**Run 1: cell density map**

The die is cut into 12 by 12 equal tiles; black is low, pale yellow is high, 0 to 100% covered.
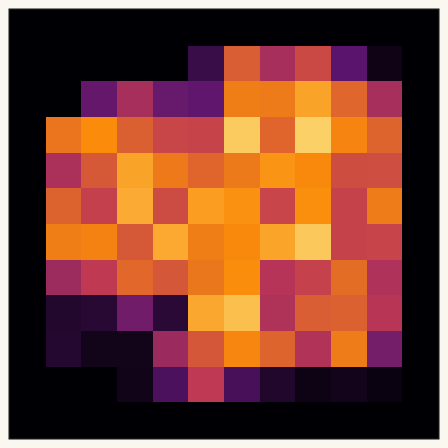
**Run 1: placed standard cells**

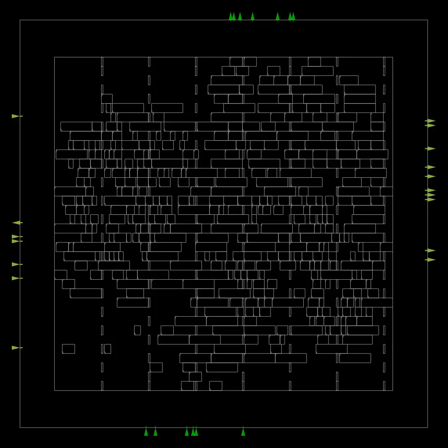
**Run 1: gate families picked out**

Scale bar: 20 um.
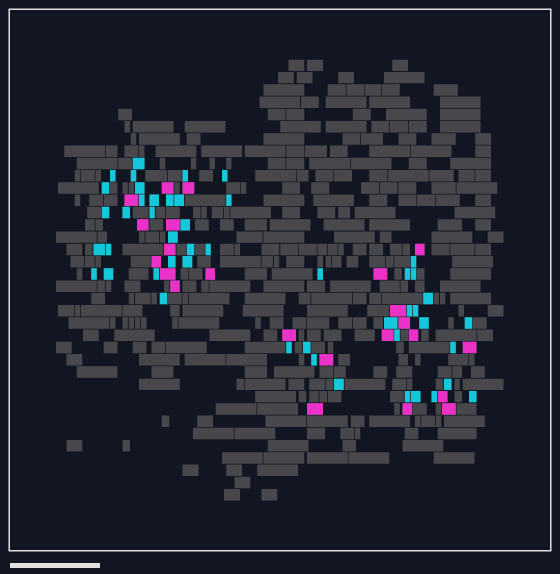
$ cat config.mk
export PLATFORM = sky130hd
export DESIGN_NAME = d7s_scan_decoder_flat
export DESIGN_NICKNAME = d
export VERILOG_FILES = /design/src/rtl/d7s_scan_decoder_if.sv /design/src/rtl/d7s_scan_decoder.sv /design/src/flat_wrapper.sv
export SDC_FILE = /design/constraint.sdc
export NUM_CORES = 1
export LEC_CHECK = 0
export CAP_MARGIN = 20
export CORE_MARGIN = 10
export CORE_UTILIZATION = 45
export DETAILED_ROUTE_END_ITERATION = 8
export PLACE_DENSITY = 0.74
export RECOVER_POWER = 50
export SLEW_MARGIN = 15
export SYNTH_ARGS = -nofsm -noshare
export SYNTH_HDL_FRONTEND = slang
export SYNTH_SLANG_ARGS = --single-unit
$ cat constraint.sdc
create_clock -name clk -period 4 [get_ports clk]
set_clock_uncertainty 0.15 [all_clocks]
set_input_delay 0.6 -clock clk [delete_from_list [all_inputs] [get_ports clk]]
set_output_delay 0.6 -clock clk [all_outputs]
set_load 0.02 [all_outputs]
$ cat src/rtl/d7s_scan_decoder_if.sv
// Pin-side and frame-side signals of the 7-segment scan decoder.
// The slave modport is the decoder; the master modport is whatever drives the pins and consumes frames.
// No handshake: pins are sampled continuously, frame outputs are pulses/levels.
interface d7s_scan_decoder_if;
  logic [2:0]  digit_en;
  logic [6:0]  seg;
  logic [11:0] digits;
  logic [2:0]  digit_bad;
  logic        frame_valid;
  logic        multi_err;
  logic        stale;

  modport master (
    output digit_en, seg,
    input  digits, digit_bad, frame_valid, multi_err, stale
  );

  modport slave (
    input  digit_en, seg,
    output digits, digit_bad, frame_valid, multi_err, stale
  );
endinterface

$ cat src/rtl/d7s_scan_decoder.sv
// Recovers 3 digits from multiplexed 7-segment enable/segment pins and publishes complete frames.
// Latency: a stable pin change is captured on edge 2+STABLE_CYCLES after it is first sampled.
// No backpressure: frame_valid is a one-cycle pulse. Optional macro D7S_HEX_DECODE_EN adds A-F decode.
module d7s_scan_decoder #(
  parameter int STABLE_CYCLES  = 8,
  parameter int TIMEOUT_CYCLES = 1000000,
  parameter int SEG_ACTIVE_LOW = 0,
  parameter int EN_ACTIVE_LOW  = 0
) (
  input  logic clk,
  input  logic rst,
  d7s_scan_decoder_if.slave bus
);

  localparam int            TW          = $clog2(TIMEOUT_CYCLES + 1);
  localparam logic [7:0]    STABLE_MAX  = 8'(STABLE_CYCLES);
  localparam logic [TW-1:0] TIMEOUT_MAX = TW'(TIMEOUT_CYCLES);
  localparam logic [9:0]    INV_MASK    = {{3{EN_ACTIVE_LOW != 0}}, {7{SEG_ACTIVE_LOW != 0}}};

  // Returns {bad, value}; unknown patterns give value F with bad set.
  function automatic logic [4:0] decode(input logic [6:0] p);
    logic [4:0] r;
    case (p)
      7'h3F: r = 5'h00;
      7'h06: r = 5'h01;
      7'h5B: r = 5'h02;
      7'h4F: r = 5'h03;
      7'h66: r = 5'h04;
      7'h6D: r = 5'h05;
      7'h7D: r = 5'h06;
      7'h07: r = 5'h07;
      7'h7F: r = 5'h08;
      7'h6F: r = 5'h09;
`ifdef D7S_HEX_DECODE_EN
      7'h77: r = 5'h0A;
      7'h7C: r = 5'h0B;
      7'h39: r = 5'h0C;
      7'h5E: r = 5'h0D;
      7'h79: r = 5'h0E;
      7'h71: r = 5'h0F;
`endif
      default: r = 5'h1F;
    endcase
    return r;
  endfunction

  logic [9:0]    sync1, sync2;
  logic [9:0]    samp, samp_prev;
  logic [2:0]    en;
  logic [6:0]    sg;
  logic [7:0]    cnt, cnt_nxt;
  logic          dwell;
  logic          samp_diff;
  logic          cap_evt, cap_one, cap_multi;
  logic          en_onehot;
  logic [4:0]    dec;
  logic [11:0]   stg_val, stg_val_nxt;
  logic [2:0]    stg_bad, stg_bad_nxt;
  logic [2:0]    seen, seen_nxt;
  logic          frame_done;
  logic [TW-1:0] tcnt, tcnt_nxt;
  logic [11:0]   digits_q;
  logic [2:0]    digit_bad_q;
  logic          frame_valid_q, multi_err_q, stale_q;

  assign samp = sync2 ^ INV_MASK;
  assign en   = samp[9:7];
  assign sg   = samp[6:0];
  assign dec  = decode(sg);

  // Two-flop synchronizer on all pin inputs.
  always_ff @(posedge clk or posedge rst) begin
    if (rst) begin
      sync1 <= '0;
      sync2 <= '0;
    end else begin
      sync1 <= {bus.digit_en, bus.seg};
      sync2 <= sync1;
    end
  end

  // Stability tracking, capture decision, staging update and frame completion.
  always_comb begin
    samp_diff   = (samp != samp_prev);
    cnt_nxt     = cnt;
    en_onehot   = (en == 3'b001) || (en == 3'b010) || (en == 3'b100);
    stg_val_nxt = stg_val;
    stg_bad_nxt = stg_bad;
    seen_nxt    = seen;
    tcnt_nxt    = tcnt;

    if (samp_diff)                cnt_nxt = 8'd1;
    else if (cnt != STABLE_MAX)   cnt_nxt = cnt + 8'd1;

    // The dwell flag holds off repeat captures once cnt saturates.
    cap_evt   = !samp_diff && !dwell && (cnt_nxt == STABLE_MAX);
    cap_one   = cap_evt && en_onehot;
    cap_multi = cap_evt && !en_onehot && (en != 3'b000);

    for (int i = 0; i < 3; i++) begin
      if (cap_one && en[i]) begin
        stg_val_nxt[i*4 +: 4] = dec[3:0];
        stg_bad_nxt[i]        = dec[4];
      end
    end
    if (cap_one) seen_nxt = seen | en;
    frame_done = cap_one && (seen_nxt == 3'b111);

    if (cap_one)                  tcnt_nxt = '0;
    else if (tcnt != TIMEOUT_MAX) tcnt_nxt = tcnt + TW'(1);
  end

  // Stability counter, previous sample and once-per-dwell flag.
  always_ff @(posedge clk or posedge rst) begin
    if (rst) begin
      samp_prev <= '0;
      cnt       <= '0;
      dwell     <= 1'b0;
    end else begin
      samp_prev <= samp;
      cnt       <= cnt_nxt;
      if (samp_diff)    dwell <= 1'b0;
      else if (cap_evt) dwell <= 1'b1;
    end
  end

  // Staging registers, seen mask and published frame.
  always_ff @(posedge clk or posedge rst) begin
    if (rst) begin
      stg_val       <= '0;
      stg_bad       <= '0;
      seen          <= '0;
      digits_q      <= '0;
      digit_bad_q   <= '0;
      frame_valid_q <= 1'b0;
      multi_err_q   <= 1'b0;
    end else begin
      stg_val       <= stg_val_nxt;
      stg_bad       <= stg_bad_nxt;
      seen          <= frame_done ? 3'b000 : seen_nxt;
      frame_valid_q <= frame_done;
      multi_err_q   <= cap_multi;
      if (frame_done) begin
        digits_q    <= stg_val_nxt;
        digit_bad_q <= stg_bad_nxt;
      end
    end
  end

  // Capture watchdog; stale tracks the saturated counter.
  always_ff @(posedge clk or posedge rst) begin
    if (rst) begin
      tcnt    <= '0;
      stale_q <= 1'b0;
    end else begin
      tcnt    <= tcnt_nxt;
      stale_q <= (tcnt_nxt == TIMEOUT_MAX);
    end
  end

  assign bus.digits      = digits_q;
  assign bus.digit_bad   = digit_bad_q;
  assign bus.frame_valid = frame_valid_q;
  assign bus.multi_err   = multi_err_q;
  assign bus.stale       = stale_q;

endmodule

$ cat src/flat_wrapper.sv
// flat-port wrapper written by rule: the top's interface ports become plain ports
module d7s_scan_decoder_flat 
#(
  parameter int STABLE_CYCLES  = 8,
  parameter int TIMEOUT_CYCLES = 1000000,
  parameter int SEG_ACTIVE_LOW = 0,
  parameter int EN_ACTIVE_LOW  = 0
)
  (clk, rst, bus_digit_en, bus_seg, bus_digits, bus_digit_bad, bus_frame_valid, bus_multi_err, bus_stale);
  d7s_scan_decoder_if bus_i ();
  input  logic clk;
  input  logic rst;
  input wire logic [$bits(bus_i.digit_en)-1:0] bus_digit_en;
  input wire logic [$bits(bus_i.seg)-1:0] bus_seg;
  output wire logic [$bits(bus_i.digits)-1:0] bus_digits;
  output wire logic [$bits(bus_i.digit_bad)-1:0] bus_digit_bad;
  output wire logic [$bits(bus_i.frame_valid)-1:0] bus_frame_valid;
  output wire logic [$bits(bus_i.multi_err)-1:0] bus_multi_err;
  output wire logic [$bits(bus_i.stale)-1:0] bus_stale;
  assign bus_i.digit_en = bus_digit_en;
  assign bus_i.seg = bus_seg;
  assign bus_digits = bus_i.digits;
  assign bus_digit_bad = bus_i.digit_bad;
  assign bus_frame_valid = bus_i.frame_valid;
  assign bus_multi_err = bus_i.multi_err;
  assign bus_stale = bus_i.stale;
  d7s_scan_decoder #(.STABLE_CYCLES(STABLE_CYCLES), .TIMEOUT_CYCLES(TIMEOUT_CYCLES), .SEG_ACTIVE_LOW(SEG_ACTIVE_LOW), .EN_ACTIVE_LOW(EN_ACTIVE_LOW)) u_core (.clk(clk), .rst(rst), .bus(bus_i));
endmodule
==> Slide: Implementation Results, run 1 <==
Synthesis and Place & Route Summary

Run status
  – Status: finished, violations left
  – Violated checks: capacitance limit, slew limit

Timing
  – Fin worst setup slack: 667 ps
  – Max Freq: roughly 300 MHz
  – Max-slew violation count: 88
  – Final hold vios: 0
  – RSZ-0062 raised after global routing: false
  – Max-slew headroom: -37.6%

Power and ir drop
  – Pwr/cell area: ~330 nW/um^2
  – Worst vdd ir: around 0.00019 V

Cells and area
  – Top cell excl fill/tap: dfrtp_1
  – Nonclk buf count: 33
  – Leading cell kind: registers
  – Flip-flops: about 95
  – Multi-input comb cells: about 270
  – Top Layout Cells: dfrtp_1 (95), nor2_1 (43), mux2_2 (36)
  – Share of layout cells above drive strength 1: between 15 and 20%
  – Layout area overhead: 13.0%
  – Gate Area: approximately 2000 um^2
  – Flop area: around 2400 um^2

Placement
  – Pre-CTS WS: approximately 700 ps
  – Hpwl dp: approximately 6.2 mm

Logic synthesis
  – Synth Flop Type: dfrtp_1
  – Flip-flops with a built-in enable: 0
  – Top logic family: simple AND/OR/NAND/NOR gates
  – YS chip area: between 4000 and 5000 um^2
  – Post-Synthesis Cells: 389
  – Yosys xor share: 7.63%
  – Avg Cell Area, Syn: between 10 and 15 um^2
  – Ys flops: about 95
  – Yosys cell count: approximately 390
  – Post-Syn Area: 4470 um^2

Setup path
  – Worst r2r src: u_core.samp[1]
  – Crit-path max cell delay: between 700 and 800 ps
  – Endpoint type of the worst setup path: register
  – Critical-path cell list: xor2_1, nor4_1, and3_2, or4b_1, or3_1, mux2_2
  – Max stage delay cell, worst path: or3_1
  – R2R Path End: u_core.bus.digits[4]

CTS
  – CTS tree: done
  – Clk root buf: clkbuf_8
  – CTS Hold Bufs: 0
  – # H-tree levels: 3

Floorplan
  – Die width: ~120 um
  – Die ar.: 14300 um^2

Flow run
  – Total of max-cap violations: 1

Route
  – Initial DRC Count: 188
  – DRT Pass-1 Iters: 4
  – Wire length per cell: 15.6 um

Hold path
  – Min-delay src: u_core.sync1[6]
  – Worst hold path class: reg -> reg
About 'cell density map':
nearly empty tiles = 35%
emptiest ninth of the die = south-west
densest ninth of the die = centre
mean over tiles = 34%
tiles over 75% full = 10%
Init Core Util: 46.0%
core area: 9730 um^2
final core occ: 52.0%

About 'placed standard cells':
Site Rows: 36
# Taps: 133
fill count: 869

About 'gate families picked out':
AND and OR gates -> magenta  # cells 23, most used or4_1
NAND gates -> cyan  # cells 48, most used nand2_1

-- run 1: power groups by stage --
stage / Combinational [W] / Clock (W) / Sequential (W)
5_1_grt: 0.0000853 / 0.000671 / 0.000994
3_5_place_dp: 0.0000833 / 0 / 0.00101
2_1_floorplan: 0.0000599 / 0 / 0.00100
3_3_place_gp: 0.0000828 / 0 / 0.00101
6_report: 0.0000760 / 0.000596 / 0.000990
4_1_cts: 0.0000838 / 0.000620 / 0.000991
-- run 1: per-layer routing --
metal / wire (um) / global-route usage (%) / vias to the layer above
met2: 4330 / 20.4 / 84
met1: 3770 / 15.8 / 1483
met5: 0 / 0 / -
li1: - / - / 1432
met4: 61 / 3.54 / 0
met3: 496 / 3.84 / 6
-- run 1: worst max-delay path, delay by kind of cell, from the launching register on --
family	cells	cell delay (ps)
mux	1	410
simple gates	4	1950
flops	1	510
xor+xnor	1	190
-- run 1: metrics by stage --
step,util [%],std cells
after global routing,52.0,554
final,52.0,554
after global placement,50.3,538
after floorplan,-,389
after CTS,52.2,554
after detailed placement,50.3,538
-- run 1: kinds of logic (layout without fill, tap and decap cells) --
family | count (synthesis) | count (layout)
AND-OR/OR-AND | 38 | 38
XOR/XNOR | 39 | 39
adder cells (fa/ha/maj) | 4 | 4
buffers and inverters | 27 | 59
flip-flops | 95 | 95
multiplexers | 45 | 45
AND/OR/NAND/NOR | 141 | 141
-- run 1: sequential cells by signal, summed over array words and instances, names as in the netlist --
name	flops
u_core.stg_bad	3
u_core.samp_prev	10
u_core.seen	3
u_core.stg_val	12
u_core.bus.stale	1
u_core.samp	10
u_core.bus.digit_bad	3
u_core.bus.digits	12
u_core.bus.frame_valid	1
u_core.bus.multi_err	1
u_core.sync1	10
u_core.cnt	8
u_core.dwell	1
u_core.tcnt	20
==> run 2: changes to the inputs <==
- PLACE_DENSITY: 0.74 -> 0.76
- clock period: 4 -> 3 ns (I/O delays scaled with it)
**Run 2: wires at chosen ports, followed through buffers**

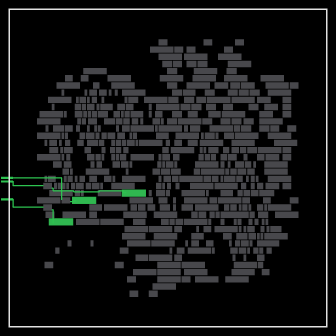
bus_digit_en -> green  # bits 3, direction input, end cells 3, wire 94.9 um

**Run 2: the metal 3 layer**

Scale bar: 20 um.
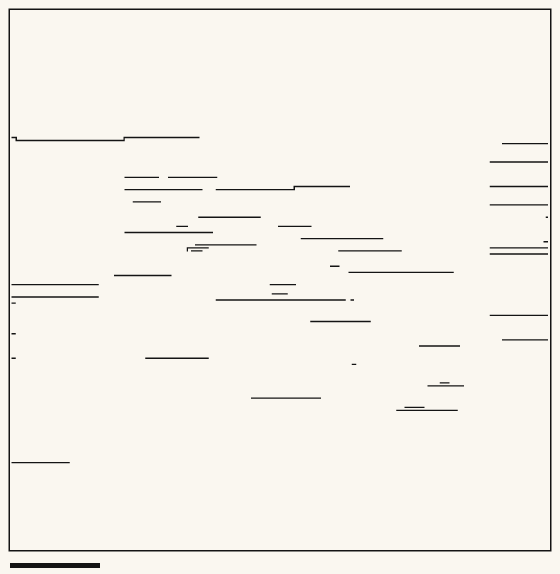
share of all routed wire = 5.7%
main direction = horizontal
nets with wire on the layer = 36

==> run 2 against run 1 <==
The run still ends with capacitance limit, slew limit left. Critical path depth rose by 1. Synthesized cell count did not move. Clock power rose by about 50%. Sequential power rose by 32%.
==> Slide: Implementation Results, run 2 <==
Synthesis and Place & Route Summary

Logic synthesis
  – Post-Synthesis Cells: 389
  – Ys flops: approximately 95
  – Synth Flop Type: dfrtp_1
  – Avg Cell Area, Syn: roughly 12 um^2

Cells and area
  – Top cell excl fill/tap: dfrtp_1
  – Max reg flops: 20
  – Fill count: slightly below 900
  – Share of layout cells above drive strength 1: approximately a fifth
  – Layout area overhead: 16.4%

Run status
  – Violated checks: capacitance limit, slew limit
  – Status: finished, violations left

Setup path
  – Critical-path cell list: nor4b_4, and4_1, a41oi_2, or4b_1, or3_1, buf_4, mux2_4
  – CP top delay family: simple AND/OR/NAND/NOR gates

Floorplan
  – Die ar.: 14300 um^2
  – Die width: 120 um

Timing
  – Max Freq: ~340 MHz
  – Max-slew violation count: 36
  – Max-slew headroom: -21.2%
  – Fin worst setup slack: between 80 and 90 ps

Power and ir drop
  – Pwr/cell area: about 450 nW/um^2
  – Worst vdd ir: approximately 0.00026 V

Global routing
  – Global-route met2 utilization: ~22%

CTS
  – Clk root buf: clkbuf_8

Route
  – Wire length per cell: roughly 16 um

Placement
  – Pre-CTS WS: 84.1 ps

Hold path
  – Min-delay src: u_core.sync1[1]

Flow run
  – Total of max-cap violations: 1
run 2: worst register-to-register path, cell delays in order (launching register included):
cell	delay (ps)
dfrtp_1	480
nor4b_4	370
and4_1	250
a41oi_2	60
or4b_1	580
or3_1	370
buf_4	230
mux2_4	320
run 2: worst max path at each step:
stage	startpoint	endpoint	slack (ps)	cells after the start
floorplan	u_core.samp[5]	u_core.bus.digit_bad[0]	90	10
global placement	u_core.cnt[0]	u_core.bus.digits[8]	230	8
detailed placement	u_core.cnt[0]	u_core.bus.digits[8]	80	8
CTS	u_core.cnt[0]	u_core.bus.digits[8]	30	8
global route	u_core.cnt[0]	u_core.bus.digits[4]	-10	8
finish	u_core.cnt[5]	u_core.bus.digits[8]	90	7
run 2: layer usage:
| metal | routed length [um] | share of wire, % |
|---|---|---|
| met2 | 4590 | 51 |
| met3 | 511 | 5.7 |
| met1 | 3800 | 42 |
| met4 | 53 | 0.59 |
| met5 | 0 | 0 |
run 2: through the flow:
step,TNS [ps],instance area [um^2]
2_1_floorplan,0,4480
3_3_place_gp,0,5030
3_5_place_dp,0,5030
4_1_cts,0,5250
5_1_grt,-37.5,5210
6_report,0,5210
run 2: cells by family (layout without fill, tap and decap cells):
kind of cell / after synthesis / count (layout) / share of synthesized area, %
xor gates and xnor gates: 39 / 39 / 7.63
AOI/OAI and AO/OA: 38 / 38 / 5.84
buffers and inverters: 27 / 77 / 2.82
adders and majority gates: 4 / 4 / 1.12
and+or+nand+nor: 141 / 141 / 17.6
muxes: 45 / 45 / 11.9
DFF: 95 / 95 / 53.1
run 2: timing repair:
| action | in CTS | in global routing |
|---|---|---|
| endpoints found under the setup margin | 0 | 26 |
| gates resized | 0 | 3 |
| hold buffers | 0 | 0 |
| buffers inserted | 0 | 1 |
Power figures rest on the tool's default switching activity, not on a simulated workload.
